## src/rtl/rr_arb_pkg.sv

```systemverilog
// Shared types and constants for the round-robin arbiter with a one-entry output buffer.
package rr_arb_pkg;

   typedef enum logic {
      EMPTY = 1'b0,
      FULL  = 1'b1
   } buf_state_e;

   localparam int CNT_W = 16;

   // Increments a grant counter, holding at all-ones instead of wrapping.
   function automatic logic [CNT_W-1:0] sat_inc(input logic [CNT_W-1:0] v);
      return (v == '1) ? v : v + CNT_W'(1);
   endfunction

endpackage

```

## src/rtl/rr_pick.sv

```systemverilog
// Rotating-priority picker: the first asserted request strictly after 'last', modulo N.
module rr_pick #(
   parameter int N = 4
) (
   input  logic [N-1:0]         req,
   input  logic [$clog2(N)-1:0] last,
   output logic [N-1:0]         winner,
   output logic [$clog2(N)-1:0] index,
   output logic                 any
);

   localparam int IW = $clog2(N);

   logic [IW-1:0] pos;

   always_comb begin
      winner = '0;
      index  = '0;
      any    = 1'b0;
      pos    = '0;
      // NOTE: blocking assignments are required here; each iteration reads 'any' as set by earlier ones.
      for (int k = 1; k <= N; k++) begin
         pos = IW'((int'(last) + k) % N);
         if (!any && req[pos]) begin
            winner[pos] = 1'b1;
            index       = pos;
            any         = 1'b1;
         end
      end
   end

endmodule

```

## src/rtl/rr_arb_ctrl.sv

```systemverilog
// Round-robin arbiter feeding a one-entry output buffer toward a shared sink.
// Define RR_ARB_STATS_EN to add per-requester saturating accept counters on grant_cnt.
module rr_arb_ctrl
   import rr_arb_pkg::*;
#(
   parameter int N_REQ  = 4,
   parameter int DATA_W = 8
) (
   input  logic                     clock,
   input  logic                     reset,
   input  logic [N_REQ-1:0]         req_valid,
   input  logic [N_REQ*DATA_W-1:0]  req_data,
   output logic [N_REQ-1:0]         req_ready,
   output logic                     out_valid,
   input  logic                     out_ready,
   output logic [DATA_W-1:0]        out_data,
   output logic [$clog2(N_REQ)-1:0] out_src,
   output logic [63:0]              cycles
`ifdef RR_ARB_STATS_EN
   ,
   output logic [N_REQ*CNT_W-1:0]   grant_cnt
`endif
);

   localparam int IDX_W = $clog2(N_REQ);

   buf_state_e        state_q;
   logic [DATA_W-1:0] out_data_q;
   logic [IDX_W-1:0]  out_src_q;
   logic [IDX_W-1:0]  last_grant_q;
   logic [63:0]       cycles_q;
   logic [63:0]       cycles_d;

   logic [N_REQ-1:0]  pick_winner;
   logic [IDX_W-1:0]  pick_index;
   logic              pick_any;
   logic              can_accept;
   logic              accept;
   logic [DATA_W-1:0] sel_data;

   rr_pick #(
      .N (N_REQ)
   ) u_pick (
      .req    (req_valid),
      .last   (last_grant_q),
      .winner (pick_winner),
      .index  (pick_index),
      .any    (pick_any)
   );

   assign can_accept = (state_q == EMPTY) || out_ready;

   // Qualifying with reset keeps any handshake from completing while reset is held low.
   assign req_ready  = pick_winner & {N_REQ{can_accept & reset}};
   assign accept     = pick_any & can_accept & reset;
   assign sel_data   = req_data[pick_index*DATA_W +: DATA_W];

   always_ff @(posedge clock or negedge reset) begin
      if (!reset) begin
         state_q      <= EMPTY;
         out_data_q   <= '0;
         out_src_q    <= '0;
         last_grant_q <= IDX_W'(N_REQ - 1);
      end else begin
         if (accept) begin
            out_data_q   <= sel_data;
            out_src_q    <= pick_index;
            last_grant_q <= pick_index;
         end
         case (state_q)
            EMPTY:   if (accept) state_q <= FULL;
            FULL:    if (!accept && out_ready) state_q <= EMPTY;
            default: state_q <= EMPTY;
         endcase
      end
   end

   assign out_valid = (state_q == FULL);
   assign out_data  = out_data_q;
   assign out_src   = out_src_q;

   assign cycles_d = cycles_q + 64'd1;

   always_ff @(posedge clock or negedge reset) begin
      if (!reset) cycles_q <= '0;
      else        cycles_q <= cycles_d;
   end

   assign cycles = cycles_q;

`ifdef RR_ARB_STATS_EN
   logic [CNT_W-1:0] grant_cnt_q [N_REQ];

   // NOTE: this array is a small bank of flops, not RAM, so every entry is cleared on reset.
   always_ff @(posedge clock or negedge reset) begin
      if (!reset) begin
         for (int i = 0; i < N_REQ; i++) grant_cnt_q[i] <= '0;
      end else if (accept) begin
         grant_cnt_q[pick_index] <= sat_inc(grant_cnt_q[pick_index]);
      end
   end

   always_comb begin
      grant_cnt = '0;
      for (int i = 0; i < N_REQ; i++) grant_cnt[i*CNT_W +: CNT_W] = grant_cnt_q[i];
   end
`endif

endmodule

```

## config.mk

```make
export PLATFORM = sky130hd
export DESIGN_NAME = rr_arb_ctrl
export DESIGN_NICKNAME = d
export VERILOG_FILES = /design/src/rtl/rr_arb_pkg.sv /design/src/rtl/rr_pick.sv /design/src/rtl/rr_arb_ctrl.sv
export SDC_FILE = /design/constraint.sdc
export NUM_CORES = 1
export LEC_CHECK = 0
export CAP_MARGIN = 20
export CORE_UTILIZATION = 40
export DETAILED_ROUTE_END_ITERATION = 16
export PLACE_DENSITY = 0.72
export SYNTH_ARGS = -nofsm -noshare
export SYNTH_HDL_FRONTEND = slang
export SYNTH_SLANG_ARGS = --single-unit
```

## constraint.sdc

```tcl
create_clock -name clock -period 3.75 [get_ports clock]
set_clock_uncertainty 0.2 [all_clocks]
set_input_delay 0.5625 -clock clock [delete_from_list [all_inputs] [get_ports clock]]
set_output_delay 0.5625 -clock clock [all_outputs]
set_load 0.005 [all_outputs]
```

==> results_dict.tcl <==
# metrics dict for downstream scripts
set metrics [dict create \
    slowest_stage "dfstp_2" \
    num_vias 3432 \
    avgSynthCellArea_um2 10.5 \
    hp-start "cycles[63]" \
    synth_seq_share_pct 46.7 \
    dieArea_um2 10700 \
    met2_usage_pct 30.1 \
    path_max_fanout 5 \
    via_per_inst 5.18 \
    rsz0062_at_grt "true" \
    clock_path_buffers 2 \
    synth_cell_types 46 \
    worstHoldPathType "reg2reg" \
    log.warning_count 34 \
    peakVddDrop_uv 388 \
    syn_inst 393 \
    io_pins 118 \
    hold_viol 0 \
    ys_area_um2 4140 \
    place_ws_ns 0.115 \
    htreeDepth 3 \
    holdPathStages 1 \
    syn_area_um2 4140 \
    crit_type "reg2out" \
    ys_ff 77 \
    fmax_ghz 0.271 \
    lay_top_cells "114 x clkdlybuf4s50_1, 75 x dfrtp_1, 46 x xnor2_1" \
    wl_um 9620 \
    grt-ovfl-total 0 \
    dp_hpwl_um 7320 \
    leakagePower_nw 2.45 \
    antenna_found_initial 0 \
    diodes 0 \
    fp-utilization_pct 41.7 \
    ff2ff_setup_slack_ns 0.55 \
    status "finished clean" \
    edf_count 0 \
    port_buffers 117 \
    powerDensity_nw_per_um2 520 \
    cts_buffers 9 \
    fp_nets 441 \
    clkLatencyLatePin_ns 0.34 \
    synth_top_area_share_pct 45.4 \
    worst_path_most_repeated_cell "nor2_1" \
    worstRegToRegCells 8 \
]
==> critical path, delay by kind of cell, from the launching register on <==
| family | cells | cell delay, ns |
|---|---|---|
| adders and majority gates | 1 | 0.31 |
| AOI/OAI and AO/OA | 2 | 0.32 |
| and+or+nand+nor | 3 | 0.32 |
| DFF | 1 | 0.55 |
| muxes | 1 | 0.54 |
| buffers and inverters | 2 | 0.55 |
==> final cells by class <==
cell class                 instances  area, um2  share of cell area [%]
multi-input combinational        291       2120                    36.7
clock buffer                      10        128                    2.21
timing repair buffer             137       1330                    23.0
tap                              133        166                    2.89
inverter                          10       41.3                   0.716
clock inverter                     5       60.1                    1.04
sequential                        77       1930                    33.4
==> per-layer routing <==
layer | vias to the layer above | part of all wire [%]
met5 | - | 0
met4 | 0 | 1.4
met3 | 13 | 5.4
met2 | 111 | 47
met1 | 1646 | 46
li1 | 1662 | -
==> worst max path at each step <==
stage	startpoint	end	cells past startpoint
2_1_floorplan	last_grant_q[1]	out_data[0]	11
3_3_place_gp	req_valid[0]	req_ready[3]	8
3_5_place_dp	req_valid[0]	req_ready[2]	8
4_1_cts	last_grant_q[1]	req_ready[2]	9
5_1_grt	last_grant_q[1]	req_ready[0]	9
6_report	last_grant_q[1]	req_ready[0]	9
==> repair_timing <==
item | CTS | global route
pin swaps | 0 | 2
hold buffers | 1 | 0
resized | 7 | 5
setup buffers | 1 | 1
endpoints found under the setup margin | 4 | 4
hold endpoints to repair | 16 | 0
==> cells in the mapped netlist (7+ instances only) <==
cell type and number:
a211oi_1 14, and2_1 8, and3_1 11, dfrtp_1 75, ha_1 9, inv_1 10
mux2i_1 7, nand2_1 39, nand3_1 17, nand4_1 19, nor2_1 28, o21a_1 15
o31ai_1 7, xnor2_1 46, xor2_1 16
==> kinds of logic (layout without fill, tap and decap cells) <==
family	Yosys count	in the layout	synth area share [%]
AND/OR/NAND/NOR	150	150	19.1
flip-flops	77	77	46.7
XOR/XNOR	62	62	13.1
AND-OR/OR-AND	58	58	10.9
buffers and inverters	25	162	3.15
multiplexers	12	12	4.33
adder cells (fa/ha/maj)	9	9	2.72
==> metrics by stage <==
step	hold WS, ns	cell area, um2	setup TNS (ns)	instances	total power [mW]
CTS	0.276	5740	0	662	3.00
global placement	0.256	5510	0	645	2.29
detailed placement	0.257	5510	0	645	2.32
finish	0.268	5770	0	663	3.00
global route	0.296	5770	-0.141	663	3.21
floorplan	0.0669	4140	0	393	1.90
==> power by group <==
| part | switching, mW | internal [mW] | total [mW] | leakage [nW] |
|---|---|---|---|---|
| clock | 0.295 | 0.306 | 0.602 | 0.0927 |
| combinational | 0.745 | 0.704 | 1.45 | 1.32 |
| sequential | 0.0411 | 0.909 | 0.950 | 1.03 |
| total | 1.08 | 1.92 | 3.00 | 2.45 |
==> sequential cells by signal, summed over array words and instances, names as in the netlist <==
| register | count |
|---|---|
| cycles | 64 |
| last_grant_q | 2 |
| out_src | 2 |
| out_data | 8 |
| out_valid | 1 |
### Cells by drive strength

Scale bar: 20 um.
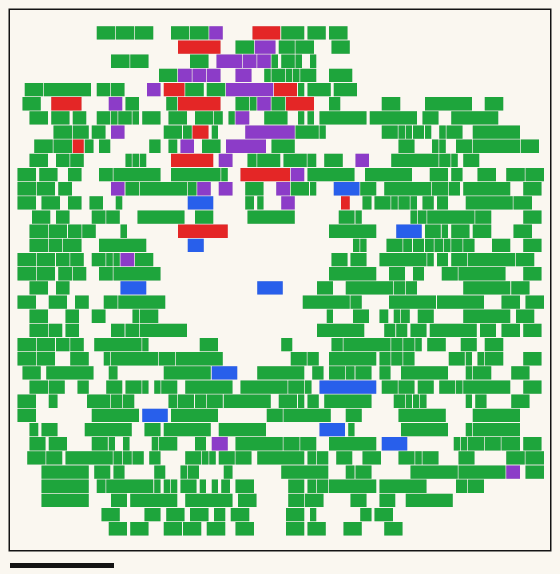
Red stands for _2 cells, cells 13. Purple stands for _3 and _4 cells, cells 29. Blue stands for _6 and larger, cells 11. Green stands for _0 and _1 cells, cells 477.
final instance area: 5770 um2
final worst slack: 0.0602 ns
Repair and plain buffers: 137
Syn-to-layout area delta: 39.5%

### Sequential cells colored by netlist name

Scale bar: 20 um. Other sequential cells in the stronger gray, the rest of the logic in the fainter gray.
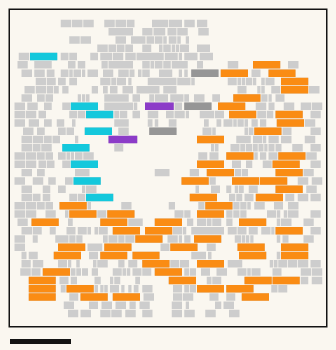
Cyan stands for `out_data`, placed flops 8. Orange stands for `cycles`, placed flops 64. Purple stands for `last_grant_q`, placed flops 2.
Flop area: 1930 um2
final core utilization: 58.2%
Seq/total area: 33.4%
Seq. pwr: 950 uW

### Congestion heat map

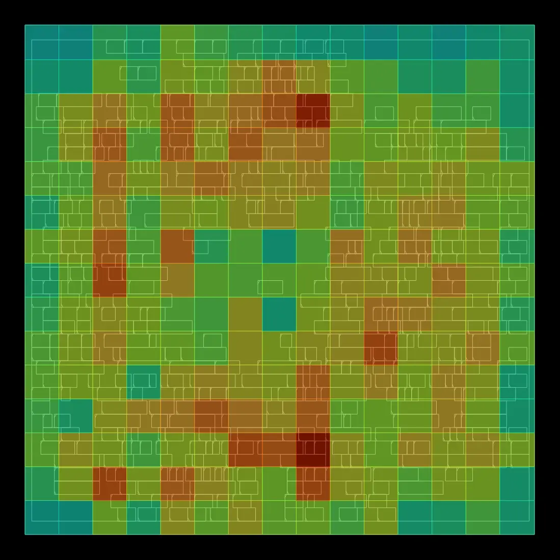
grt met1 use: 24.8%
WL per Instance: 14.5 um
GR Util met3: 5.29%

### Gate families picked out

Scale bar: 20 um.
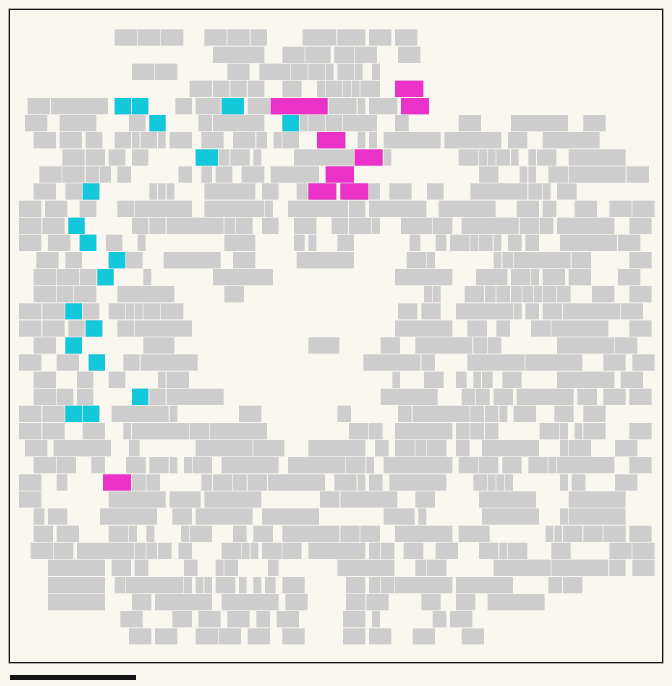
Magenta stands for fa/ha/maj cells, cells 9, most used ha_1, where north. Cyan stands for non-inverting ao/oa cells, cells 18, most used o21a_1.
Top cell excl fill/tap: clkdlybuf4s50_1
final non-filler cell total: 663
logic share of the area: 36.7%

### Cell classes on the final placement

Scale bar: 20 um.
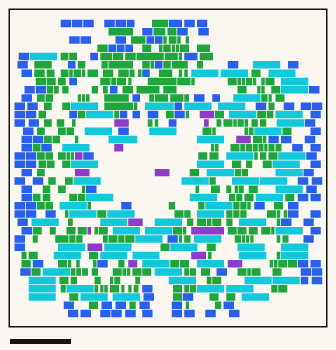
Blue stands for remaining buffers and delay cells, cells 137. Green stands for combinational and other logic, cells 301. Cyan stands for sequential cells, cells 77. Purple stands for clock drivers and dummy loads, cells 15.

Power is estimated from default activity; no workload was simulated.
